**src/rtl/simple_pkg.sv**
```systemverilog
// simple_pkg: shared phase and stop-reason encodings for the processor run-control path
//   phase_t       : 3-bit sequencer phase, PH_IDLE=0 then PH_1..PH_5 = 1..5
//   stop_reason_t : 2-bit cause of the last stop (step, user, hlt, breakpoint)
//   sr_rank()     : priority of a stop reason when several causes compete
package simple_pkg;

   typedef enum logic [2:0] {
      PH_IDLE = 3'd0,
      PH_1    = 3'd1,
      PH_2    = 3'd2,
      PH_3    = 3'd3,
      PH_4    = 3'd4,
      PH_5    = 3'd5
   } phase_t;

   typedef enum logic [1:0] {
      SR_STEP = 2'b00,
      SR_USER = 2'b01,
      SR_HLT  = 2'b10,
      SR_BP   = 2'b11
   } stop_reason_t;

   // hlt outranks breakpoint, which outranks user, which outranks step
   function automatic logic [1:0] sr_rank(input stop_reason_t r);
      return r == SR_HLT ? 2'd3 : r == SR_BP ? 2'd2 : r == SR_USER ? 2'd1 : 2'd0;
   endfunction

endpackage

```
**src/rtl/run_controller_debouncer.sv**
```systemverilog
// button_debouncer: synchronizes an active-low push button, debounces it and pulses on press
//   clk   : system clock
//   rst   : asynchronous active-low reset
//   btn_n : raw active-low button, asynchronous to clk
//   press : one-cycle pulse when the debounced level goes from released to pressed
module button_debouncer #(
   parameter int DEB_CYCLES = 16
) (
   input  logic clk,
   input  logic rst,
   input  logic btn_n,
   output logic press
);

   localparam int CW = $clog2(DEB_CYCLES + 1);

   logic          s1, s2, deb;
   logic [CW-1:0] cnt;
   logic          settle;

   // cnt holds how many consecutive samples so far differ from the debounced level;
   // the DEB_CYCLES-th differing sample commits the new level
   assign settle = (s2 != deb) && (cnt == CW'(DEB_CYCLES - 1));

   always_ff @(posedge clk or negedge rst) begin
      if (!rst) begin
         s1    <= 1'b1;
         s2    <= 1'b1;
         deb   <= 1'b1;
         cnt   <= '0;
         press <= 1'b0;
      end else begin
         s1    <= btn_n;
         s2    <= s1;
         cnt   <= (s2 == deb || settle) ? '0 : cnt + CW'(1);
         deb   <= settle ? s2 : deb;
         press <= settle && !s2;
      end
   end

endmodule

```
**src/rtl/run_controller.sv**
```systemverilog
// run_controller: run-control sequencer driving the P1..P5 phase sequence of the multi-cycle core
//   clk         : system clock
//   rst         : asynchronous active-low reset
//   exec_n      : raw exec push button (active-low, asynchronous)
//   step_mode   : stop after every instruction
//   hlt         : halt decode from control, used during P1..P5
//   bp_en       : breakpoint enable
//   bp_addr     : breakpoint instruction address
//   pc          : current program counter
//   phase       : 0 idle, 1..5 = P1..P5
//   pc_e        : PC update enable, high exactly in P5
//   executing   : high while phase is not idle
//   halted      : sticky, last stop caused by hlt
//   stop_reason : 00 step, 01 user, 10 hlt, 11 breakpoint
//   instr_count : instructions retired since reset (wraps)
module run_controller
   import simple_pkg::*;
#(
   parameter int DEB_CYCLES = 16,
   parameter int CNT_W      = 16
) (
   input  logic             clk,
   input  logic             rst,
   input  logic             exec_n,
   input  logic             step_mode,
   input  logic             hlt,
   input  logic             bp_en,
   input  logic [15:0]      bp_addr,
   input  logic [15:0]      pc,
   output logic [2:0]       phase,
   output logic             pc_e,
   output logic             executing,
   output logic             halted,
   output logic [1:0]       stop_reason,
   output logic [CNT_W-1:0] instr_count
);

   phase_t       st, nxt;
   stop_reason_t sr, cause;
   logic         press, stop_pending, first_instr;
   logic         hit_bp, stop_now, take, leave;

   button_debouncer #(.DEB_CYCLES(DEB_CYCLES)) u_deb (
      .clk   (clk),
      .rst   (rst),
      .btn_n (exec_n),
      .press (press)
   );

   assign phase       = st;
   assign stop_reason = sr;

   // first_instr masks the breakpoint on the instruction a run starts from,
   // so resuming from a breakpoint does not stop again immediately
   assign hit_bp   = st == PH_1 && bp_en && pc == bp_addr && !first_instr;
   assign stop_now = st != PH_IDLE && (hlt || hit_bp || press);
   assign cause    = hlt ? SR_HLT : hit_bp ? SR_BP : SR_USER;
   // a later cause only overwrites the latched reason if it ranks higher
   assign take     = stop_now && (!stop_pending || sr_rank(cause) > sr_rank(sr));
   assign leave    = stop_pending || stop_now || step_mode;
   assign nxt      = st == PH_IDLE ? (press ? PH_1 : PH_IDLE)
                   : st == PH_5    ? (leave ? PH_IDLE : PH_1)
                   : phase_t'(st + 3'd1);

   always_ff @(posedge clk or negedge rst) begin
      if (!rst) begin
         st           <= PH_IDLE;
         pc_e         <= 1'b0;
         executing    <= 1'b0;
         halted       <= 1'b0;
         sr           <= SR_STEP;
         instr_count  <= '0;
         stop_pending <= 1'b0;
         first_instr  <= 1'b0;
      end else begin
         st        <= nxt;
         pc_e      <= nxt == PH_5;
         executing <= nxt != PH_IDLE;
         if (st == PH_IDLE) begin
            if (press) begin
               stop_pending <= 1'b0;
               halted       <= 1'b0;
               sr           <= SR_STEP;
               first_instr  <= 1'b1;
            end
         end else begin
            if (stop_now) stop_pending <= 1'b1;
            if (take) sr <= cause;
            if (hlt) halted <= 1'b1;
            if (st == PH_5) begin
               instr_count <= instr_count + CNT_W'(1);
               first_instr <= 1'b0;
            end
         end
      end
   end

endmodule
```
**config.mk**
```make
export PLATFORM = sky130hd
export DESIGN_NAME = run_controller
export DESIGN_NICKNAME = d
export VERILOG_FILES = /design/src/rtl/simple_pkg.sv /design/src/rtl/run_controller_debouncer.sv /design/src/rtl/run_controller.sv
export SDC_FILE = /design/constraint.sdc
export NUM_CORES = 1
export LEC_CHECK = 0
export CORE_MARGIN = 8
export CORE_UTILIZATION = 45
export DETAILED_ROUTE_END_ITERATION = 7
export MAX_ROUTING_LAYER = met4
export PLACE_DENSITY_LB_ADDON = 0.1
export SYNTH_ARGS = -nofsm -noshare
export SYNTH_HDL_FRONTEND = slang
export SYNTH_HIERARCHICAL = 1
export SYNTH_SLANG_ARGS = --single-unit
```
**constraint.sdc**
```tcl
create_clock -name clk -period 2.1 [get_ports clk]
set_input_delay 0.42 -clock clk [delete_from_list [all_inputs] [get_ports clk]]
set_output_delay 0.42 -clock clk [all_outputs]
set_load 0.03 [all_outputs]
```
Figure 1. Port wiring (run 1).
(3 px per um)
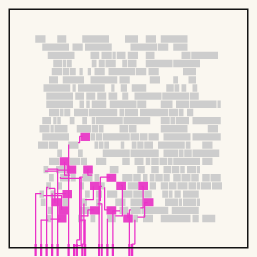
- bp_addr: magenta (bits 16; direction input; edge south; end cells 16; buffers 16; wire 404 um)
Top Ports: 62
port bufs: 61

Figure 2. Cell placement (run 1).
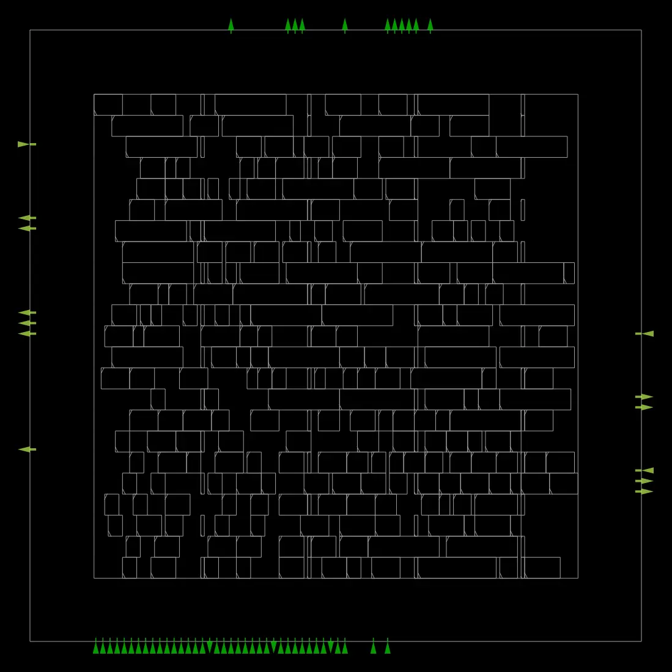
Core Util, Final: 0.6653
Core Area: 0.003914 mm2
# fillers: 332

==> deck_impl_summary.md, run 1 <==
Synthesis and Place & Route Summary

Run status
  • Run status: finished clean

Power and ir drop
  • Peak supply drop: 0.3718 mV
  • Overall power: about 1400 uW

Logic synthesis
  • Count leader, synth: dfrtp_1
  • Largest cells by area after synthesis: dfrtp_1, xnor2_1, ha_1, dfstp_2, nand4_1
  • Synth Area in Adders: 0.04899
  • Mean Syn Cell Area: ~11 um2
  • Post-Syn Area: 0.001788 mm2
  • Seq/Total Area, Yosys: 0.4920
  • Largest area contributor in the netlist: dfrtp_1
  • # Cells Yosys: between 150 and 200
  • Syn nets: approximately 210
  • Post-synth top flop: dfrtp_1
  • Top-area cell type share of the netlist area: 0.4479

Layout
  • Area growth, synth to finish: 45.63%
  • Nets: 288
  • ANT cells: 0

Timing
  • Setup TNS: 0 ps
  • Tmin final: around 2000 ps
  • Final worst-path cycle share: 0.9525

Route
  • Wire per inst: 15.85 um

Floorplan
  • Core Util at FP: 0.4568

Placed design
  • Place WS: -705.2 ps

CTS
  • Number of CTS-inserted buffers: 5
  • Worst-path clk slew: approximately 70 ps
  • CTS H-Tree Depth: 2

Global route
  • Initial antenna violation count: 0
  • Largest net degree at the start of global routing: 36

Worst setup path
  • Worst reg2reg setup slack: 100 ps
  • Crit path to: stop_reason[1]
  • RR Endpoint: stop_reason[1]
Figure 3. Routed metal, one color a layer (run 1).
(3 px per um) Two of the layers only.
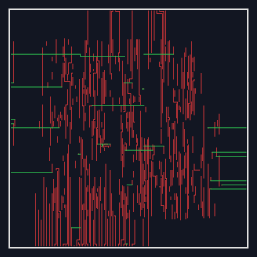
- M3: green (wire length 209 um)
- M2: red (wire length 2700 um)
via count: 1496
GR Util All Layers: 0.1565

Figure 4. Met2 routing (run 1).
(6 px per um)
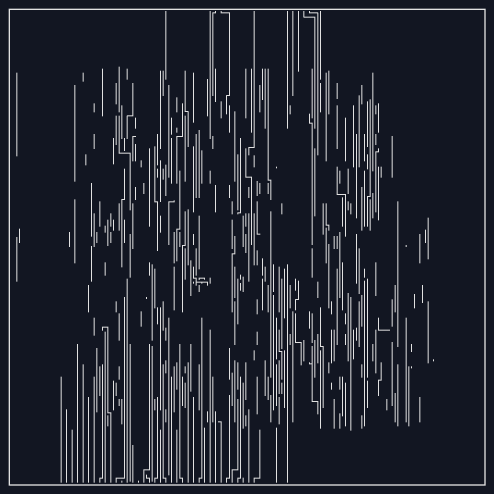
- nets with wire on the layer: 256
- main direction: vertical
- wire length on this layer: 2700 um
- longest straight run: 36.2 um
- share of all routed wire: 58%

run 1: state kept, by name, indices dropped and copies added (netlist names):
register,cells
pc_e,1
u_deb/s2,1
u_deb/deb,1
u_deb/press,1
phase,3
u_deb/s1,1
stop_pending,1
halted,1
u_deb/cnt,5
instr_count,16
first_instr,1
stop_reason,2
executing,1
run 1: where the power goes:
part / switching, uW / internal [uW]
registers: 11.6 / 691
logic: 111 / 117
clock network: 240 / 227
total: 362 / 1030
run 1: stage by stage:
stage | utilization | hold WS, ps | std cells
floorplan | - | 124.4 | 162
global placement | 0.6356 | 350.7 | 276
detailed placement | 0.6356 | 349.7 | 276
CTS | 0.6730 | 367.6 | 293
global route | 0.6653 | 370.2 | 294
finish | 0.6653 | 361.5 | 294
run 1: repair_timing:
item,4_1_cts,5_1_grt
endpoints found under the hold margin,0,0
pin swaps,31,22
buffers inserted,9,1
resized,62,36
setup endpoints to repair,2,2
run 1: cell type report:
class / count / share of cell area
multi-input cells: 117 / 0.3532
flip-flops and latches: 35 / 0.3388
clock inverters: 3 / 0.005766
well taps: 50 / 0.02403
inverters: 5 / 0.007208
clock buffers: 5 / 0.02643
repair buffers: 79 / 0.2446
run 1: routing by layer:
metal	part of all wire	track usage	wire, um
met1	0.36	0.1375	1665
met3	0.045	0.04740	208
met2	0.58	0.3024	2701
met4	0.018	0.05741	83
met5	0	-	0
run 1: worst max-delay path, stage by stage:
cell           delay, ps
dlygate4sd2_1        240
xor2_1               150
nor4_2               240
nand3_2              140
nand2b_1             140
ha_4                 220
a32oi_4              280
o21ai_1               90
a32oi_1              150
o21ai_1               80
Figure 5. Ports around the boundary (run 1).
(6 px per um) Pins as bars across the die edge, other pins in gray.
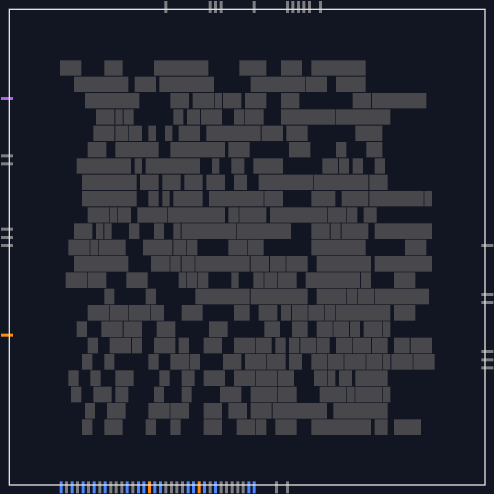

==> run 2, diff against run 1 <==
- CORE_UTILIZATION: 45 -> 41
- SLEW_MARGIN: default -> 30
Figure 6. Ports around the boundary (run 2).
(6 px per um) Pins as bars across the die edge, other pins in gray.
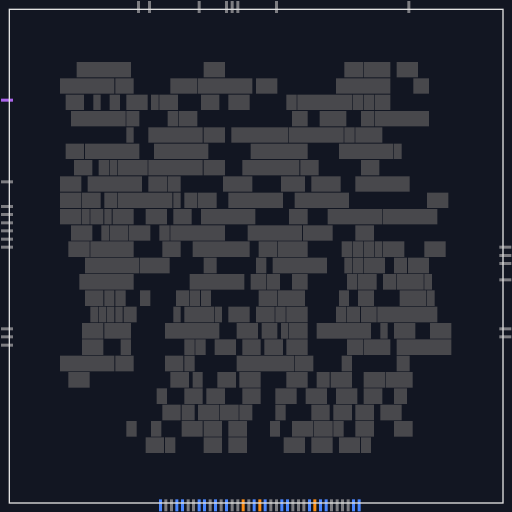
- clk: purple (pins 1; direction input; edge west)
- phase: orange (pins 3; direction output; edge south)
- bp_addr: blue (pins 16; direction input; edge south)

==> run 2 against run 1 <==
Compared with the run above: sequential share of layout area up 0.68 points; area after synthesis did not move; worst setup slack got worse by 3.0 ps; worst hold slack lost 4.4 ps; largest power group unchanged; power is 0.79% higher; core utilization is 6.7 points lower.
==> deck_impl_summary.md, run 2 <==
Synthesis and Place & Route Summary

Logic synthesis
  • Largest area contributor in the netlist: dfrtp_1
  • Seq cells post-synth: 35
  • Seq/Total Area, Yosys: 0.4920
  • Largest cells by area after synthesis: dfrtp_1, xnor2_1, ha_1, dfstp_2, nand4_1
  • Post-Syn Area: between 0.0015 and 0.002 mm2
  • Mean Syn Cell Area: 11.04 um2
  • Synthesized netlist cell count: ~160
  • Syn nets: 207
  • Top-area cell type share of the netlist area: 0.4479
  • Synth Area in Adders: 0.04899
  • Count leader, synth: dfrtp_1

Layout
  • Final Non-Filler Cells: ~280
  • Largest register by flop count: instr_count
  • Area growth, synth to finish: 42.76%
  • # fillers: around 370
  • ANT cells: 0
  • Nets: 276
  • Max reg flops: 16

CTS
  • Number of CTS-inserted buffers: 5
  • CTS resizes: roughly 58
  • CTS H-Tree Depth: 2
  • Worst-path clk slew: about 70 ps
  • Post-CTS setup buffers: 0

Timing
  • Final Max Slew Viols: 0
  • Final worst-path cycle share: 0.9539
  • Tmin final: ~2000 ps
  • WHS: around 360 ps

Run status
  • Run status: finished clean

Floorplan
  • Core Util at FP: 0.4193
  • Top Ports: ~62
  • Core Area: about 0.0043 mm2

Power and ir drop
  • Leakage power: approximately 0.0011 uW
  • Power share of the combinational group: 0.153
  • Int Pwr: ~1100 uW
  • Sequential share of power: 0.499
  • Overall power: 1408 uW
  • Sw Pwr: 340.7 uW
  • Clk pwr share: 0.347
  • Switch share: 0.2420
  • Peak supply drop: 0.5174 mV

Global route
  • Initial antenna violation count: 0
  • GR Util All Layers: 0.1389

Placed design
  • Dpl cells: 276
  • Port bufs: about 61
  • Place WS: -638.7 ps

Worst setup path
  • RR Endpoint: stop_reason[1]
  • Worst reg2reg setup slack: 150 ps

Route
  • Wire per inst: around 15 um
  • Via count: 1434
[run 2: routing by layer]
| metal | routed length (um) | GRT usage | vias up |
|---|---|---|---|
| li1 | - | - | 698 |
| met1 | 1720 | 0.1463 | 692 |
| met2 | 2368 | 0.2463 | 37 |
| met3 | 197 | 0.03829 | 7 |
| met4 | 58 | 0.04211 | 0 |
| met5 | 0 | - | - |
[run 2: worst max path at each step]
stage / startpoint / endpoint / slack (ps)
after global routing: bp_addr[1] / stop_reason[0] / -0.5
after floorplan: phase[1] / stop_reason[1] / 10
after global placement: bp_addr[1] / stop_reason[1] / -540
after detailed placement: bp_addr[1] / stop_reason[1] / -640
after CTS: pc[8] / stop_reason[0] / 0.9
final: bp_addr[1] / stop_reason[1] / 100
[run 2: critical path, stage by stage]
cell	delay [ps]
clkdlybuf4s15_1	190
xnor2_1	160
nand4_1	130
nor3_2	200
nand3_2	120
nor2_2	130
ha_1	260
a32oi_4	220
o21ai_1	80
a32oi_1	150
o21ai_1	100
[run 2: final cells by class]
cell class | count | area, um2 | area share
Clock inverter | 1 | 5.005 | 0.001961
Tap cell | 52 | 65.06 | 0.02549
Sequential cell | 35 | 882.1 | 0.3456
Timing Repair Buffer | 67 | 585.6 | 0.2294
Multi-Input combinational cell | 117 | 909.6 | 0.3564
Clock buffer | 7 | 86.33 | 0.03382
Inverter | 5 | 18.77 | 0.007353
[run 2: power groups by stage]
| stage | Combinational [uW] | Sequential, uW | Clock [uW] |
|---|---|---|---|
| 3_5_place_dp | 223 | 715 | 0 |
| 3_3_place_gp | 215 | 713 | 0 |
| 5_1_grt | 235 | 704 | 538 |
| 2_1_floorplan | 82.1 | 731 | 0 |
| 4_1_cts | 209 | 703 | 502 |
| 6_report | 216 | 703 | 489 |
==> run 3, diff against run 2 <==
- CTS_BUF_LIST: default -> sky130_fd_sc_hd__clkbuf_8
Figure 7. Routed metal, one color a layer (run 3).
(3 px per um) Two of the layers only.
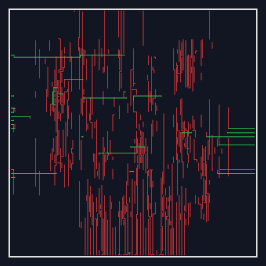
- M2: red (wire length 2370 um)
- M3: green (wire length 198 um)

==> run 3 against run 2 <==
Compared with the run above: highest routed layer unchanged; core utilization stayed put; first-iteration DRC count fell by 2.4%; non-clock buffer count unchanged; critical path depth unchanged; maximum frequency barely moved; register-to-register slack barely moved.
==> deck_impl_summary.md, run 3 <==
Synthesis and Place & Route Summary

Run status
  • Run status: finished clean

Global route
  • Initial antenna violation count: 0
  • GR Util All Layers: 0.1389
  • Largest net degree at the start of global routing: 36

Layout
  • Final Non-Filler Cells: 284
  • ANT cells: 0
  • Largest register by flop count: instr_count
  • Nets: 276
  • # fillers: 371
  • Area growth, synth to finish: 42.76%

Worst setup path
  • Worst Setup SP: bp_addr[1]
  • Crit path to: stop_reason[1]
  • RR Endpoint: stop_reason[1]

Power and ir drop
  • Overall power: about 1400 uW
  • Leakage power: ~0.0011 uW
  • Peak supply drop: 0.5188 mV

Placed design
  • Dpl cells: about 280
  • Place WS: -638.7 ps

Logic synthesis
  • # Cells Yosys: between 150 and 200
  • Post-Syn Area: ~0.0018 mm2
  • Top-area cell type share of the netlist area: 0.4479
  • Mean Syn Cell Area: 11.04 um2
  • Largest cells by area after synthesis: dfrtp_1, xnor2_1, ha_1, dfstp_2, nand4_1
  • Seq/Total Area, Yosys: 0.4920
  • Largest area contributor in the netlist: dfrtp_1
  • Count leader, synth: dfrtp_1
  • Synth Area in Adders: 0.04899
  • Syn nets: 207
  • Simple Share, Synth: 0.1931
  • Synthesized netlist cell count: around 160
  • Seq cells post-synth: 35

Floorplan
  • Top Ports: approximately 62
  • Core Area: 0.004264 mm2
  • Core Util at FP: 0.4193
  • Site Rows: 24

Timing
  • Final worst-path cycle share: 0.9539
  • WHS: about 360 ps
  • Setup TNS: 0 ps
  • Fin. Hold Viols: 0

CTS
  • CTS H-Tree Depth: 2
  • Latency at later pin: roughly 280 ps
  • Worst-path clk slew: approximately 70 ps
  • Number of CTS-inserted buffers: 5
  • Post-CTS setup buffers: 0

Route
  • Detailed route wirelength on metal2: between 2 and 2.5 mm
  • Wire per inst: around 15 um
  • Uppermost layer routed: met4
  • DR WL met3: slightly below 200 um
  • M1 WL: about 1.7 mm
  • Via count: roughly 1400
## run 3: cell families (layout without fill, tap and decap cells)
family / after synthesis / count (layout)
AOI/OAI and AO/OA: 17 / 17
xor gates and xnor gates: 33 / 33
and+or+nand+nor: 58 / 58
muxes: 2 / 2
DFF: 35 / 35
adders and majority gates: 7 / 7
buffers and inverters: 10 / 80
## run 3: power breakdown
group	internal, uW	switching [uW]
registers	691	11.8
clock network	259	225
logic	112	104
total	1060	341
## run 3: worst min path at each step
stage / cells after the start / end / slack (ps)
floorplan: 0 / executing / 120
global placement: 0 / u_deb/s2 / 350
detailed placement: 0 / u_deb/s2 / 350
CTS: 0 / u_deb/s2 / 360
global route: 0 / u_deb/s2 / 360
finish: 0 / u_deb/s2 / 360
## run 3: timing repair
item	CTS	global route
hold endpoints to repair	0	0
gates resized	58	25
setup endpoints to repair	2	2
pin swaps	27	20
hold buffers	0	0
## run 3: layout make-up
class                      instances  area [um2]  area share
clock buffer                       6       82.58     0.03235
clock inverter                     2       8.758    0.003431
inverter                           5       18.77    0.007353
multi-input combinational        117       909.6      0.3564
sequential                        35       882.1      0.3456
tap                               52       65.06     0.02549
timing repair buffer              67       585.6      0.2294
## run 3: layer usage
layer  GRT usage  up-vias
met5           -        -
met4     0.04211        0
met2      0.2463       37
li1            -      698
met1      0.1463      692
met3     0.03829        7
## run 3: worst max-delay path, stage by stage
cell             delay (ps)
clkdlybuf4s15_1         190
xnor2_1                 160
nand4_1                 130
nor3_2                  200
nand3_2                 120
nor2_2                  130
ha_1                    260
a32oi_4                 220
o21ai_1                  80
a32oi_1                 150
o21ai_1                 100
Power figures rest on the tool's default switching activity, not on a simulated workload.
